[config.mk]
export PLATFORM = sky130hd
export DESIGN_NAME = alu_arbiter_flat
export DESIGN_NICKNAME = d
export VERILOG_FILES = /design/src/rtl/alu_pkg.sv /design/src/rtl/alu_arbiter_if.sv /design/src/rtl/rr_arbiter2.sv /design/src/rtl/alu_arbiter.sv /design/src/flat_wrapper.sv
export SDC_FILE = /design/constraint.sdc
export NUM_CORES = 1
export LEC_CHECK = 0
export CORE_MARGIN = 5
export CORE_UTILIZATION = 40
export DETAILED_ROUTE_END_ITERATION = 10
export PLACE_DENSITY = 0.86
export SLEW_MARGIN = 20
export SYNTH_ARGS = -nofsm -noshare
export SYNTH_HDL_FRONTEND = slang
export SYNTH_SLANG_ARGS = --single-unit
[constraint.sdc]
create_clock -name Fast_Clock -period 4.39 [get_ports Fast_Clock]
set_input_delay 0.878 -clock Fast_Clock [delete_from_list [all_inputs] [get_ports Fast_Clock]]
set_output_delay 0.878 -clock Fast_Clock [all_outputs]
set_load 0.005 [all_outputs]
[src/rtl/alu_pkg.sv]
// alu_pkg: shared opcode, width and FSM definitions for the ALU arbiter.
// Opcodes above OP_IMM are folded to OP_NOP before reaching the ALU.
package alu_pkg;

   localparam int DATA_W = 32;
   localparam int OP_W   = 5;
   localparam int CNT_W  = 4;

   typedef logic [OP_W-1:0]   op_t;
   typedef logic [DATA_W-1:0] data_t;

   localparam op_t OP_ADD = 5'd0;
   localparam op_t OP_SUB = 5'd1;
   localparam op_t OP_MUL = 5'd2;
   localparam op_t OP_DIV = 5'd3;
   localparam op_t OP_MOD = 5'd4;
   localparam op_t OP_AND = 5'd5;
   localparam op_t OP_OR  = 5'd6;
   localparam op_t OP_XOR = 5'd7;
   localparam op_t OP_SLL = 5'd8;
   localparam op_t OP_SRL = 5'd9;
   localparam op_t OP_SRA = 5'd10;
   localparam op_t OP_EQ  = 5'd11;
   localparam op_t OP_NE  = 5'd12;
   localparam op_t OP_LT  = 5'd13;
   localparam op_t OP_GE  = 5'd14;
   localparam op_t OP_LTU = 5'd15;
   localparam op_t OP_GEU = 5'd16;
   localparam op_t OP_NOP = 5'd17;
   localparam op_t OP_IMM = 5'd18;

   typedef enum logic [1:0] {
      IDLE = 2'd0,
      EXEC = 2'd1,
      RESP = 2'd2
   } state_t;

   function automatic op_t op_sanitize(input op_t op);
      return (op > OP_IMM) ? OP_NOP : op;
   endfunction

   function automatic logic is_divzero(input op_t op, input data_t b);
      return ((op == OP_DIV) || (op == OP_MOD)) && (b == '0);
   endfunction

endpackage

[src/rtl/alu_arbiter_if.sv]
// alu_arbiter_if: request, ALU and response signals of the shared ALU.
// master = requesters, ALU and response consumer; slave = the arbiter.
interface alu_arbiter_if;
   import alu_pkg::*;

   logic                     Req0_Valid;
   logic                     Req1_Valid;
   logic                     Req0_Ready;
   logic                     Req1_Ready;
   op_t                      Req0_Op;
   op_t                      Req1_Op;
   logic signed [DATA_W-1:0] Req0_A;
   logic signed [DATA_W-1:0] Req1_A;
   logic signed [DATA_W-1:0] Req0_B;
   logic signed [DATA_W-1:0] Req1_B;

   op_t                      ALU_Op;
   logic signed [DATA_W-1:0] ALU_Input_1;
   logic signed [DATA_W-1:0] ALU_Input_2;
   logic signed [DATA_W-1:0] ALU_Result;
   logic                     ALU_True;

   logic                     Rsp_Valid;
   logic                     Rsp_Ready;
   logic                     Rsp_Id;
   logic signed [DATA_W-1:0] Rsp_Result;
   logic                     Rsp_True;
   logic                     Rsp_Error;
   logic                     Busy;

   modport master (
      output Req0_Valid, Req1_Valid,
      output Req0_Op, Req1_Op,
      output Req0_A, Req1_A,
      output Req0_B, Req1_B,
      output ALU_Result, ALU_True,
      output Rsp_Ready,
      input  Req0_Ready, Req1_Ready,
      input  ALU_Op, ALU_Input_1, ALU_Input_2,
      input  Rsp_Valid, Rsp_Id, Rsp_Result,
      input  Rsp_True, Rsp_Error, Busy
   );

   modport slave (
      input  Req0_Valid, Req1_Valid,
      input  Req0_Op, Req1_Op,
      input  Req0_A, Req1_A,
      input  Req0_B, Req1_B,
      input  ALU_Result, ALU_True,
      input  Rsp_Ready,
      output Req0_Ready, Req1_Ready,
      output ALU_Op, ALU_Input_1, ALU_Input_2,
      output Rsp_Valid, Rsp_Id, Rsp_Result,
      output Rsp_True, Rsp_Error, Busy
   );

endinterface

[src/rtl/rr_arbiter2.sv]
// rr_arbiter2: two-way round-robin arbiter with one-hot grant.
// The pointer flips to the loser of each granted cycle when advance is high.
module rr_arbiter2 (
   input  logic       clk,
   input  logic       rst_n,
   input  logic [1:0] valid,
   input  logic       advance,
   output logic [1:0] grant
);

   logic ptr;

   always_comb begin
      grant = 2'b00;
      unique case (valid)
         2'b11:   grant = ptr ? 2'b10 : 2'b01;
         2'b01:   grant = 2'b01;
         2'b10:   grant = 2'b10;
         default: grant = 2'b00;
      endcase
   end

   // after granting 0 the pointer favours 1, and vice versa
   always_ff @(posedge clk) begin
      if (!rst_n) begin
         ptr <= 1'b0;
      end else if (advance) begin
         ptr <= grant[0];
      end
   end

endmodule

[src/rtl/alu_arbiter.sv]
// alu_arbiter: round-robin share of the ALU between execute (0) and IO (1).
// Optional ALU_ARB_DIVZERO_CHECK_EN: DIV/MOD by zero answered with Rsp_Error.
module alu_arbiter
   import alu_pkg::*;
#(
   parameter int ALU_LATENCY = 1
) (
   input  logic         Fast_Clock,
   input  logic         Reset_N,
   alu_arbiter_if.slave bus
);

   localparam logic [CNT_W-1:0] LAT_M1 = CNT_W'(ALU_LATENCY - 1);

   state_t     state;
   logic [CNT_W-1:0] cnt;

   logic [1:0] valid;
   logic [1:0] grant;
   logic       idle;
   logic       accept;
   logic       gnt_id;
   op_t        op_in;
   data_t      a_in;
   data_t      b_in;

   op_t        alu_op_q;
   data_t      in1_q;
   data_t      in2_q;
   logic       rsp_id_q;
   data_t      rsp_res_q;
   logic       rsp_true_q;

   // valids are masked outside IDLE and while reset is asserted
   assign idle  = (state == IDLE) && Reset_N;
   assign valid = {bus.Req1_Valid, bus.Req0_Valid} & {2{idle}};

   rr_arbiter2 u_arb (
      .clk     (Fast_Clock),
      .rst_n   (Reset_N),
      .valid   (valid),
      .advance (accept),
      .grant   (grant)
   );

   assign accept = |grant;
   assign gnt_id = grant[1];

   assign op_in = op_sanitize(gnt_id ? bus.Req1_Op : bus.Req0_Op);
   assign a_in  = gnt_id ? bus.Req1_A : bus.Req0_A;
   assign b_in  = gnt_id ? bus.Req1_B : bus.Req0_B;

`ifdef ALU_ARB_DIVZERO_CHECK_EN
   logic dz;
   logic rsp_err_q;
   assign dz            = is_divzero(op_in, b_in);
   assign bus.Rsp_Error = rsp_err_q;
`else
   assign bus.Rsp_Error = 1'b0;
`endif

   always_ff @(posedge Fast_Clock) begin
      if (!Reset_N) begin
         state      <= IDLE;
         cnt        <= '0;
         alu_op_q   <= OP_NOP;
         in1_q      <= '0;
         in2_q      <= '0;
         rsp_id_q   <= 1'b0;
         rsp_res_q  <= '0;
         rsp_true_q <= 1'b0;
`ifdef ALU_ARB_DIVZERO_CHECK_EN
         rsp_err_q  <= 1'b0;
`endif
      end else begin
         unique case (state)
            IDLE: begin
               if (accept) begin
                  rsp_id_q <= gnt_id;
`ifdef ALU_ARB_DIVZERO_CHECK_EN
                  if (dz) begin
                     rsp_res_q  <= '0;
                     rsp_true_q <= 1'b0;
                     rsp_err_q  <= 1'b1;
                     state      <= RESP;
                  end else begin
`else
                  begin
`endif
                     alu_op_q <= op_in;
                     in1_q    <= a_in;
                     in2_q    <= b_in;
                     cnt      <= LAT_M1;
                     state    <= EXEC;
                  end
               end
            end
            EXEC: begin
               if (cnt == '0) begin
                  rsp_res_q  <= bus.ALU_Result;
                  rsp_true_q <= bus.ALU_True;
`ifdef ALU_ARB_DIVZERO_CHECK_EN
                  rsp_err_q  <= 1'b0;
`endif
                  state      <= RESP;
               end else begin
                  cnt <= cnt - 1'b1;
               end
            end
            RESP: begin
               if (bus.Rsp_Ready) begin
                  state <= IDLE;
               end
            end
            default: state <= IDLE;
         endcase
      end
   end

   assign bus.Req0_Ready  = grant[0];
   assign bus.Req1_Ready  = grant[1];
   assign bus.ALU_Op      = alu_op_q;
   assign bus.ALU_Input_1 = in1_q;
   assign bus.ALU_Input_2 = in2_q;
   assign bus.Rsp_Valid   = (state == RESP);
   assign bus.Rsp_Id      = rsp_id_q;
   assign bus.Rsp_Result  = rsp_res_q;
   assign bus.Rsp_True    = rsp_true_q;
   assign bus.Busy        = (state != IDLE);

endmodule

[src/flat_wrapper.sv]
// flat-port wrapper written by rule: the top's interface ports become plain ports
module alu_arbiter_flat import alu_pkg::*;
#(
   parameter int ALU_LATENCY = 1
)
  (Fast_Clock, Reset_N, bus_Req0_Valid, bus_Req1_Valid, bus_Req0_Op, bus_Req1_Op, bus_Req0_A, bus_Req1_A, bus_Req0_B, bus_Req1_B, bus_ALU_Result, bus_ALU_True, bus_Rsp_Ready, bus_Req0_Ready, bus_Req1_Ready, bus_ALU_Op, bus_ALU_Input_1, bus_ALU_Input_2, bus_Rsp_Valid, bus_Rsp_Id, bus_Rsp_Result, bus_Rsp_True, bus_Rsp_Error, bus_Busy);
  alu_arbiter_if bus_i ();
  input  logic Fast_Clock;
  input  logic Reset_N;
  input wire logic [$bits(bus_i.Req0_Valid)-1:0] bus_Req0_Valid;
  input wire logic [$bits(bus_i.Req1_Valid)-1:0] bus_Req1_Valid;
  input wire logic [$bits(bus_i.Req0_Op)-1:0] bus_Req0_Op;
  input wire logic [$bits(bus_i.Req1_Op)-1:0] bus_Req1_Op;
  input wire logic [$bits(bus_i.Req0_A)-1:0] bus_Req0_A;
  input wire logic [$bits(bus_i.Req1_A)-1:0] bus_Req1_A;
  input wire logic [$bits(bus_i.Req0_B)-1:0] bus_Req0_B;
  input wire logic [$bits(bus_i.Req1_B)-1:0] bus_Req1_B;
  input wire logic [$bits(bus_i.ALU_Result)-1:0] bus_ALU_Result;
  input wire logic [$bits(bus_i.ALU_True)-1:0] bus_ALU_True;
  input wire logic [$bits(bus_i.Rsp_Ready)-1:0] bus_Rsp_Ready;
  output wire logic [$bits(bus_i.Req0_Ready)-1:0] bus_Req0_Ready;
  output wire logic [$bits(bus_i.Req1_Ready)-1:0] bus_Req1_Ready;
  output wire logic [$bits(bus_i.ALU_Op)-1:0] bus_ALU_Op;
  output wire logic [$bits(bus_i.ALU_Input_1)-1:0] bus_ALU_Input_1;
  output wire logic [$bits(bus_i.ALU_Input_2)-1:0] bus_ALU_Input_2;
  output wire logic [$bits(bus_i.Rsp_Valid)-1:0] bus_Rsp_Valid;
  output wire logic [$bits(bus_i.Rsp_Id)-1:0] bus_Rsp_Id;
  output wire logic [$bits(bus_i.Rsp_Result)-1:0] bus_Rsp_Result;
  output wire logic [$bits(bus_i.Rsp_True)-1:0] bus_Rsp_True;
  output wire logic [$bits(bus_i.Rsp_Error)-1:0] bus_Rsp_Error;
  output wire logic [$bits(bus_i.Busy)-1:0] bus_Busy;
  assign bus_i.Req0_Valid = bus_Req0_Valid;
  assign bus_i.Req1_Valid = bus_Req1_Valid;
  assign bus_i.Req0_Op = bus_Req0_Op;
  assign bus_i.Req1_Op = bus_Req1_Op;
  assign bus_i.Req0_A = bus_Req0_A;
  assign bus_i.Req1_A = bus_Req1_A;
  assign bus_i.Req0_B = bus_Req0_B;
  assign bus_i.Req1_B = bus_Req1_B;
  assign bus_i.ALU_Result = bus_ALU_Result;
  assign bus_i.ALU_True = bus_ALU_True;
  assign bus_i.Rsp_Ready = bus_Rsp_Ready;
  assign bus_Req0_Ready = bus_i.Req0_Ready;
  assign bus_Req1_Ready = bus_i.Req1_Ready;
  assign bus_ALU_Op = bus_i.ALU_Op;
  assign bus_ALU_Input_1 = bus_i.ALU_Input_1;
  assign bus_ALU_Input_2 = bus_i.ALU_Input_2;
  assign bus_Rsp_Valid = bus_i.Rsp_Valid;
  assign bus_Rsp_Id = bus_i.Rsp_Id;
  assign bus_Rsp_Result = bus_i.Rsp_Result;
  assign bus_Rsp_True = bus_i.Rsp_True;
  assign bus_Rsp_Error = bus_i.Rsp_Error;
  assign bus_Busy = bus_i.Busy;
  alu_arbiter #(.ALU_LATENCY(ALU_LATENCY)) u_core (.Fast_Clock(Fast_Clock), .Reset_N(Reset_N), .bus(bus_i));
endmodule
Fig. 1: run 1, congestion heat map
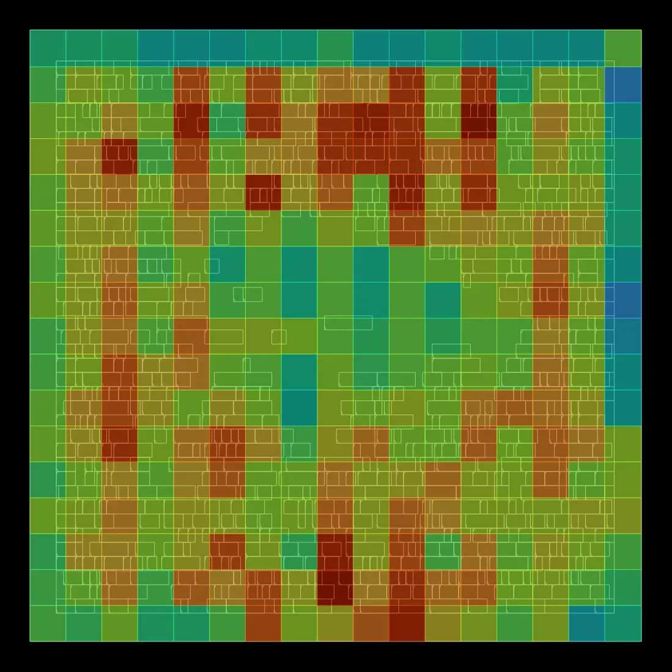
met3 GRT Util: 7.59%
global-route layer with the greatest usage: met2

Fig. 2: run 1, metal 3
(4 px per um)
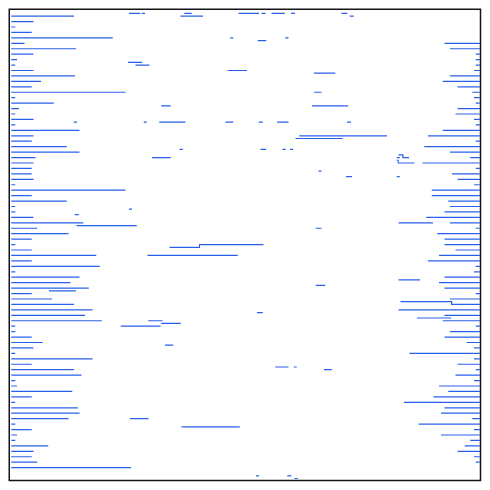
- longest straight run: 29.7 um
- share of all routed wire: 9.2%
wire length reported by the detailed router: 16300 um
vias after detailed routing: 5081

Fig. 3: run 1, placed cells, one colour a class
(3 px per um) Fill, decap, tap and diode cells in grey.
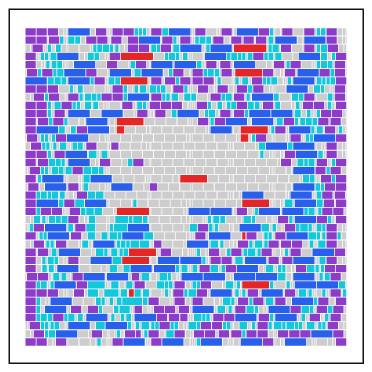
- combinational and other logic: cyan (cells 424)
- remaining buffers and delay cells: purple (cells 288)
- sequential cells: blue (cells 110)
- clock drivers and dummy loads: red (cells 16)
sequential fraction of total cell area: 28.5%
row count: 39
share of the core filled with cells in the final layout: 68.0%

Fig. 4: run 1, logic cells by family
(3 px per um)
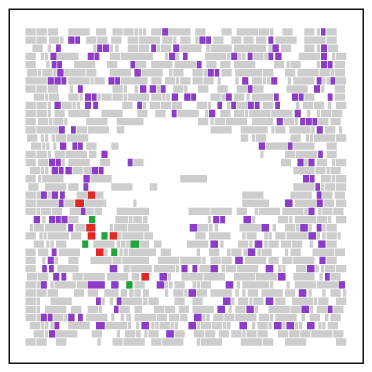
- aoi and oai cells: purple (cells 175; most used o21ai_0; where widely spread)
- and/or cells: green (cells 6; most used and3_1)
- non-inverting ao/oa cells: red (cells 7; most used o21a_1)

==> flow_summary.toml, run 1 <==
# generated from flow reports
[sta]
period_minus_slack_ns = 3.10
fin_ws_ns = 1.29
timing.final.setup_violations = 0
tns_ns = 0
crit_share_post_route_pct = 70.7
fin_worst_hold_slack_ns = 0.454
timing.final.max_slew_violations = 0
tightestPinTransition_ns = 0.921
maxClockFrequency_ghz = 0.322
grt_setup_unrepaired = "false"
skew_ns = 0.0113
timing_hold_violations_final = 0
slew_headroom_pct = 38.6

[power_and_ir_drop]
p_per_area_mw_per_mm2 = 336
total_power_uw = 2600
vdd.ir_drop.worst_mv = 0.255
total_leakage_power_uw = 0.00293

[placed_design]
dpl-instance-area_mm2 = 0.00740
dp_worst_setup_slack_ns = 1.27
routabilityCongestion = 0.787
post-dp-hpwl_um = 11800
port_buffers = 282
placedCellCount = 965

[layout]
layout.buffer.nonclock.area_share_pct = 37.0
logic_gates = 420
fin_cells = 981
post_route_cells_drive_above_1_share_pct = 3.58
layout.sequential_cells = 110
layout.non_clock_buffers = 288
fin_nets = 1011
clock_area_share_pct = 4.38
inv_count = 4
layout.area.seq_mm2 = 0.00220
flow.area_growth_from_synthesis_pct = 67.5
antenna_cells = 0
biggestCellCategory = "non-clock buffers"
design_area_mm2 = 0.00774
clk_buf = 10
number_of_fill_cells = 871
mi_logic_area_mm2 = 0.00214
comb_area_share_pct = 27.6

[clock_tree]
clk-insertion-delay-late_ns = 0.34
cts_resized = 0
cts_tree = "yes"
cts_root_buffer = "sky130_fd_sc_hd__clkbuf_16"
max-clock-path-buffers = 2
cts_max_level = 3
numClockSinks = 110
cts_hold_repair.buffers = 0
worst_setup_hold_path_clk_slew_ns = 0.07
postCtsSetupRepairBufs = 0
clock_buffers_created_by_tritoncts = 9

[synth]
asyncSetResetFlopFracSynth_pct = 0
flip_flops_with_a_built_in_enable = 0
yosys_most_used_dff = "sky130_fd_sc_hd__dfxtp_1"
ys_chip_area_mm2 = 0.00462
fp_nets = 762
post_synth_inst_count = 584
mapped_cell_area_mm2 = 0.00462
ys_cells = 584
ys_top_cells_by_count = "201 x sky130_fd_sc_hd__nand2_1, 110 x sky130_fd_sc_hd__dfxtp_1, 70 x sky130_fd_sc_hd__o21ai_0"
largest_area_cell = "sky130_fd_sc_hd__dfxtp_1"
synth_top_area_cells = "sky130_fd_sc_hd__dfxtp_1 48%, sky130_fd_sc_hd__nand2_1 16%, sky130_fd_sc_hd__a31oi_1 9.1%, sky130_fd_sc_hd__o21ai_0 7.6%, sky130_fd_sc_hd__a21boi_1 4.7%"
yosysWarnings = 0
synthMostInstantiatedCell = "sky130_fd_sc_hd__nand2_1"
synth_seq_share_pct = 47.7
synth.distinct_cells = 34
ys_ff = 110
post_synth.cell_area_avg_um2 = 7.91
synth_top_area_share_pct = 47.7

[critical_path]
crit_start = "bus_Req0_Valid"
path_common_cell = "sky130_fd_sc_hd__clkdlybuf4s50_1"
required_ns = 3.51
worst-setup-path-type = "primary input to output port"
crit_path_end_kind = "output port"
worst_path_largest_cell_delay_ns = 0.51
worstPathArrival_ns = 2.22
timing.critical_path.cells = "clkdlybuf4s50_1 -> nand2b_1 -> nand3_2 -> inv_2 -> clkdlybuf4s50_1"
regToRegStartpoint = "u_core.state[1]$_SDFFE_PN0P_"
critical_path.max_fanout = 4
critical-path-slowest-cell = "sky130_fd_sc_hd__clkdlybuf4s50_1"
setup.worst_path.start_class = "primary input"

[route]
met2_length_um = 7920
drtAntennaViolNets = 0
detailedRoute.firstPassIterationCount = 6
routed_via_density = 5.18
met1_length_um = 6200
avgRoutedWirePerCell_um = 16.6
top_layer_used = "met4"
drt_iter0_drc = 340
met3RoutedLength_um = 1500
post-route-drc-count = 0

[global_route]
grt_remaining_overflow = 0
grt_first_pass_wirelength_um = 26200
globalRouteMet2Util_pct = 39.0
grt_use_total_pct = 22.8
grt_max_degree = 110
antenna_found_initial = 0
globalRouteMet1Util_pct = 25.2
first_global_vias = 5198

[outcome]
status = "complete, no violations"

[floorplanning]
core_region_area_mm2 = 0.0114
io-pin-count = 284
fp-utilization_pct = 40.6
floorplan.die.width_um = 117
die-height_um = 117
number_of_tap_cells_inserted = 143
die_area_mm2 = 0.0138

[job]
cap_viol_max_count = 0
openroad.warnings = 29

[worst_hold_path]
min-delay-start = "u_core.bus.Rsp_Result[31]$_SDFFE_PN0P_"
hold_class = "register to register"
run 1: power breakdown:
part	total [uW]	internal (uW)	switching (uW)
Clock	919	557	362
Combinational	559	339	220
Sequential	1120	1080	41.8
run 1: final timing paths:
path	endpoint	slack, ns	cells past startpoint
setup reg to reg	u_core.bus.ALU_Input_1[31]$_SDFFE_PN0P_	2.16	5
hold reg to reg	u_core.bus.Rsp_Result[31]$_SDFFE_PN0P_	0.45	2
hold / removal	u_core.bus.Rsp_Result[31]$_SDFFE_PN0P_	0.45	2
setup / recovery	bus_Req1_Ready	1.29	5
run 1: critical path, delay by kind of cell:
| family | cells | cell delay, ns |
|---|---|---|
| AND/OR/NAND/NOR | 2 | 0.26 |
| buffers and inverters | 3 | 1.08 |
run 1: cells by family (layout without fill, tap and decap cells):
family,after synthesis,in the layout,synth area share [%]
DFF,110,110,47.7
AOI/OAI and AO/OA,182,182,24.2
xor gates and xnor gates,2,2,0.379
buffers and inverters,54,308,6.31
and+or+nand+nor,232,232,20.6
muxes,1,1,0.217
adders and majority gates,2,2,0.542
other,1,1,0.0812
run 1: state kept, by name (all words and copies together) (netlist names):
register                count
u_core.bus.ALU_Input_1     32
u_core.bus.ALU_Input_2     32
u_core.bus.Rsp_Result      32
u_core.bus.ALU_Op           5
u_core.cnt                  4
u_core.state                2
u_core.bus.Rsp_Id           1
u_core.bus.Rsp_True         1
u_core.u_arb.ptr            1
run 1: cells in the final DEF (no fill, tap or decap), drive strengths merged, types with 3 or more instances in the layout:
cell type / count
clkdlybuf4s50: 281
nand2: 201
dfxtp: 110
o21ai: 70
a31oi: 67
a21boi: 34
clkbuf: 10
buf: 7
nor2: 6
o21a: 5
nand3: 5
nor2b: 5
nand3b: 4
and3: 4
inv: 4
bufinv: 3
==> run 1 -> run 2 <==
--- a/config.mk
+++ b/config.mk
@@ -6,9 +6,9 @@
 export NUM_CORES = 1
 export LEC_CHECK = 0
 export CORE_MARGIN = 5
-export CORE_UTILIZATION = 40
+export CORE_UTILIZATION = 34
 export DETAILED_ROUTE_END_ITERATION = 10
-export PLACE_DENSITY = 0.86
+export PLACE_DENSITY = 0.78
 export SLEW_MARGIN = 20
 export SYNTH_ARGS = -nofsm -noshare
 export SYNTH_HDL_FRONTEND = slang
==> constraint.sdc (replaced) <==
create_clock -name Fast_Clock -period 2.8 [get_ports Fast_Clock]
set_input_delay 0.56 -clock Fast_Clock [delete_from_list [all_inputs] [get_ports Fast_Clock]]
set_output_delay 0.56 -clock Fast_Clock [all_outputs]
set_load 0.005 [all_outputs]
Fig. 5: run 2, sizing map
(3 px per um)
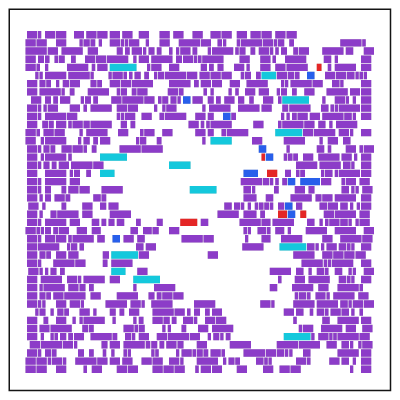
- _2 cells: red (cells 6; share 0.71%)
- _3 and _4 cells: blue (cells 11; share 1.3%)
- _6 and larger: cyan (cells 14; share 1.7%)
- _0 and _1 cells: purple (cells 812; share 96%)
final instance area: 0.00778 mm^2
final setup margin: 0.361 ns
Area Growth Syn to Fin: 68.4%
Non-Clock Buffer Count: 293

==> run 2 against run 1 <==
- via count decreased by 3.4%
- largest power group unchanged
- sequential power increased by 56%
- area after synthesis unchanged
- routed wire length decreased by 4.4%
- global-route usage decreased by 4.1 points
- cell area increased by 0.57%
- largest cell class unchanged
- critical path type unchanged
- setup slack got worse by 0.93 ns
- sequential cell count unchanged
- hold slack got worse by 0.0011 ns
- cell count increased by 3.9%
- critical endpoint unchanged
==> flow_summary.toml, run 2 <==
# generated from flow reports
[job]
cap_viol_max_count = 0

[route]
vias_after_detailed_routing = 4907
drtAntennaViolNets = 0
drt_iter0_drc = 250
top_layer_used = "met4"

[critical_path]
path_common_cell = "sky130_fd_sc_hd__clkdlybuf4s50_1"
setup.worst_path.start_class = "primary input"
critPathTopFamily = "buffers and inverters"
critical_path.max_fanout = 4
r2r_end = "u_core.bus.ALU_Input_1[22]$_SDFFE_PN0P_"
worst-path-stages = 5
worst_path_largest_cell_delay_ns = 0.53
worstRegToRegCells = 7
timing.critical_path.cells = "clkdlybuf4s50_1 -> nand2b_1 -> nand3_2 -> inv_2 -> clkdlybuf4s50_1"
worst-setup-path-type = "primary input to output port"
setup.reg_to_reg.worst_slack_ns = 0.84
regToRegStartpoint = "u_core.state[1]$_SDFFE_PN0P_"

[clock_tree]
cts_max_level = 3
cts_tree = "yes"
postCtsSetupRepairBufs = 0
numClockSinks = 110

[placed_design]
placedCellCount = 1003
dp_worst_setup_slack_ns = 0.288
post-dp-hpwl_um = 11300
routabilityCongestion = 0.804

[sta]
period_minus_slack_ns = 2.44
tns_ns = 0
timing_hold_violations_final = 0
timing.final.setup_violations = 0
crit_share_post_route_pct = 87.1
timing.final.max_slew_violations = 0
grt_setup_unrepaired = "false"
fin_worst_hold_slack_ns = 0.453

[synth]
post_synth_inst_count = 584
synth-adder-area-share_pct = 0.542
ys_cells = 584
yosysWarnings = 0
fp_nets = 762
synth.distinct_cells = 34
mapped_cell_area_mm2 = 0.00462
synth_top_area_cells = "sky130_fd_sc_hd__dfxtp_1 48%, sky130_fd_sc_hd__nand2_1 16%, sky130_fd_sc_hd__a31oi_1 9.1%, sky130_fd_sc_hd__o21ai_0 7.6%, sky130_fd_sc_hd__a21boi_1 4.7%"
synth.mux.area_fraction_pct = 0.217
flip_flops_with_a_built_in_enable = 0
synthMostInstantiatedCell = "sky130_fd_sc_hd__nand2_1"
ys_chip_area_mm2 = 0.00462
synthTopLogicFamily = "AND-OR/OR-AND gates"

[layout]
layout.area.seq_mm2 = 0.00220
fin_cells = 1019
mostFrequentLayoutCell = "sky130_fd_sc_hd__clkdlybuf4s50_1"
fin_nets = 1016

[global_route]
grt_max_degree = 110
first_global_vias = 4773
grt_use_total_pct = 18.8
grt_remaining_overflow = 0
grt_first_pass_wirelength_um = 24200
antenna_found_initial = 0
gr-usage-met3_pct = 7.57

[floorplanning]
fp-row-count = 42
fp-utilization_pct = 34.7

[power_and_ir_drop]
vdd.ir_drop.worst_mv = 0.255
p_per_area_mw_per_mm2 = 498

[outcome]
status = "complete, no violations"
[run 2: cell counts after synthesis]
Identical to the previous run, type by type.
[run 2: power breakdown]
group / internal (uW) / switching, uW
combinational: 545 / 338
sequential: 1690 / 61.8
clock: 680 / 553
total: 2920 / 954
[run 2: through the flow]
stage,utilization [%],power (uW)
after floorplan,-,2100
after global placement,56.4,2670
after detailed placement,56.4,2680
after CTS,58.5,3920
after global routing,58.5,4070
final,58.5,3870
[run 2: layout make-up]
class	count	area share [%]
Sequential cell	110	28.3
Inverter	4	0.193
Multi-Input combinational cell	420	27.5
Timing Repair Buffer	293	37.6
Tap cell	176	2.83
Clock buffer	16	3.62
[run 2: worst min path at each step]
stage / start / to / cells past startpoint / slack (ns)
2_1_floorplan: u_core.u_arb.ptr$_SDFFE_PN0P_ / u_core.u_arb.ptr$_SDFFE_PN0P_ / 2 / 0.44
3_3_place_gp: u_core.bus.Rsp_Result[12]$_SDFFE_PN0P_ / u_core.bus.Rsp_Result[12]$_SDFFE_PN0P_ / 2 / 0.44
3_5_place_dp: u_core.bus.Rsp_Result[20]$_SDFFE_PN0P_ / u_core.bus.Rsp_Result[20]$_SDFFE_PN0P_ / 2 / 0.44
4_1_cts: u_core.bus.Rsp_Result[20]$_SDFFE_PN0P_ / u_core.bus.Rsp_Result[20]$_SDFFE_PN0P_ / 2 / 0.45
5_1_grt: u_core.bus.Rsp_Result[15]$_SDFFE_PN0P_ / u_core.bus.Rsp_Result[15]$_SDFFE_PN0P_ / 2 / 0.47
6_report: u_core.bus.Rsp_Result[15]$_SDFFE_PN0P_ / u_core.bus.Rsp_Result[15]$_SDFFE_PN0P_ / 2 / 0.45
==> run 2 -> run 3 <==
--- a/config.mk
+++ b/config.mk
@@ -8,6 +8,7 @@
 export CORE_MARGIN = 5
 export CORE_UTILIZATION = 34
 export DETAILED_ROUTE_END_ITERATION = 10
+export GPL_TIMING_DRIVEN = 0
 export PLACE_DENSITY = 0.78
 export SLEW_MARGIN = 20
 export SYNTH_ARGS = -nofsm -noshare
Fig. 6: run 3, placed cells, one colour a class
(3 px per um) Fill, decap, tap and diode cells in grey.
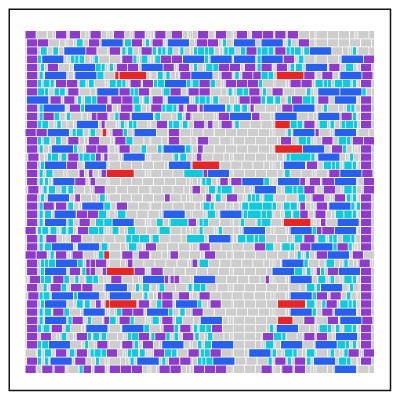
- remaining buffers and delay cells: purple (cells 336)
- sequential cells: blue (cells 110)
- clock drivers and dummy loads: red (cells 15)
- combinational and other logic: cyan (cells 424)

==> run 3 against run 2 <==
- sequential cell count unchanged
- largest power group unchanged
- setup slack worse by 0.24 ns
- combinational power up 6.1%
- global-route usage up 1.8 points
- utilization up 1.6 points
- die size unchanged
- first-iteration DRC count down 12%
- register-to-register slack better by 0.09 ns
- total power up 0.88%
- sequential power about the same
- routed wire length up 11%
- synthesized cell count unchanged
==> flow_summary.toml, run 3 <==
# generated from flow reports
[sta]
crit_share_post_route_pct = 95.8
timing_hold_violations_final = 0
timing.final.max_slew_violations = 0
grt_setup_unrepaired = "false"
timing.final.setup_violations = 0
fin_ws_ns = 0.117

[layout]
layout.area.seq_mm2 = 0.00220
layout.sequential_cells = 110
layout.buffer.nonclock.area_share_pct = 39.2
inv_count = 4
flow.area_growth_from_synthesis_pct = 72.9
sequential_fraction_of_total_cell_area_pct = 27.6
clk_buf = 14
layout.non_clock_buffers = 336
biggestCellCategory = "non-clock buffers"
comb_area_share_pct = 26.8
fin_util_pct = 60.1
fin_nets = 1059
mostFrequentLayoutCell = "sky130_fd_sc_hd__clkdlybuf4s50_1"

[synth]
post_synth_inst_count = 584
fp_nets = 762
mapped_cell_area_mm2 = 0.00462
synth_top_area_cells = "sky130_fd_sc_hd__dfxtp_1 48%, sky130_fd_sc_hd__nand2_1 16%, sky130_fd_sc_hd__a31oi_1 9.1%, sky130_fd_sc_hd__o21ai_0 7.6%, sky130_fd_sc_hd__a21boi_1 4.7%"
ys_chip_area_mm2 = 0.00462
flip_flops_with_a_built_in_enable = 0
ys_cells = 584
synthMostInstantiatedCell = "sky130_fd_sc_hd__nand2_1"
yosysWarnings = 0
synth.distinct_cells = 34

[clock_tree]
cts_tree = "yes"
cts_max_level = 3
numClockSinks = 110

[global_route]
antenna_found_initial = 0
grt_first_pass_wirelength_um = 26200
grt_max_degree = 17
grt_use_total_pct = 20.5
first_global_vias = 4992
grt_remaining_overflow = 0
gr-usage-met3_pct = 6.89

[placed_design]
routabilityCongestion = 0.816
dp_worst_setup_slack_ns = -0.426

[worst_hold_path]
hold_path_end = "u_core.bus.Rsp_Result[13]$_SDFFE_PN0P_"
min-delay-start = "u_core.bus.Rsp_Result[13]$_SDFFE_PN0P_"
hold_depth = 2

[power_and_ir_drop]
pwr.group.clock_uw = 1210
internal-power_uw = 2910
total_switching_power_uw = 997
seq_power_share_pct = 45.0
power_sequential_uw = 1760
combinationalPowerShare_pct = 24.0
vdd.ir_drop.worst_mv = 0.297
top_power_group = "sequential cells"
powerComb_uw = 937
pwr-share-clk_pct = 31.1

[route]
top_layer_used = "met4"
drtAntennaViolNets = 0
vias_after_detailed_routing = 5123
drt_iter0_drc = 219

[critical_path]
r2r_end = "u_core.bus.ALU_Input_1[12]$_SDFFE_PN0P_"
setup.reg_to_reg.worst_slack_ns = 0.93
worstRegToRegCells = 7
critical_path.max_fanout = 3
setup.worst_path.start_class = "primary input"

[job]
cap_viol_max_count = 0

[outcome]
status = "complete, no violations"

[floorplanning]
fp-row-count = 42
die-height_um = 127
number_of_tap_cells_inserted = 176
fp-utilization_pct = 34.7
[run 3: cell counts after synthesis]
Identical to the previous run, type by type.
[run 3: cell families (layout without fill, tap and decap cells)]
family / after synthesis / count (layout) / share of synthesized area [%]
mux: 1 / 1 / 0.217
fa+ha+maj: 2 / 2 / 0.542
xor+xnor: 2 / 2 / 0.379
simple gates: 232 / 232 / 20.6
other cells: 1 / 1 / 0.0812
buf+inv: 54 / 355 / 6.31
compound gates: 182 / 182 / 24.2
flops: 110 / 110 / 47.7
[run 3: through the flow]
step                power, uW  TNS (ns)  cell area (um^2)  std cells  hold WS (ns)
floorplan                2100         0              4620        584         0.444
global placement         2710    -0.397              7660       1042         0.440
detailed placement       2720    -0.426              7660       1042         0.445
CTS                      3930         0              7960       1058         0.454
global route             4090         0              7990       1061         0.467
finish                   3910         0              7990       1061         0.451
[run 3: how the worst max path moves through the flow]
| stage | startpoint | to | slack (ns) | cells past startpoint |
|---|---|---|---|---|
| finish | Reset_N | bus_Req0_Ready | 0.12 | 5 |
| global route | Reset_N | bus_Req0_Ready | 0.0004 | 5 |
| global placement | Reset_N | bus_Req1_Ready | -0.40 | 6 |
| CTS | Reset_N | bus_Req0_Ready | 0.03 | 5 |
| floorplan | Reset_N | bus_Req1_Ready | 1.04 | 4 |
| detailed placement | Reset_N | bus_Req1_Ready | -0.43 | 6 |
[run 3: what timing repair did]
item,CTS,global route
gates resized,4,2
hold buffers,0,0
buffers inserted,2,3
endpoints found under the setup margin,1,2
pin swaps,1,0
[run 3: worst max-delay path: stages]
cell	delay, ns
sky130_fd_sc_hd__clkdlybuf4s50_1	0.50
sky130_fd_sc_hd__nor3b_4	0.31
sky130_fd_sc_hd__nand3_2	0.15
sky130_fd_sc_hd__inv_1	0.09
sky130_fd_sc_hd__clkdlybuf4s50_1	0.51
Power figures rest on the tool's default switching activity, not on a simulated workload.
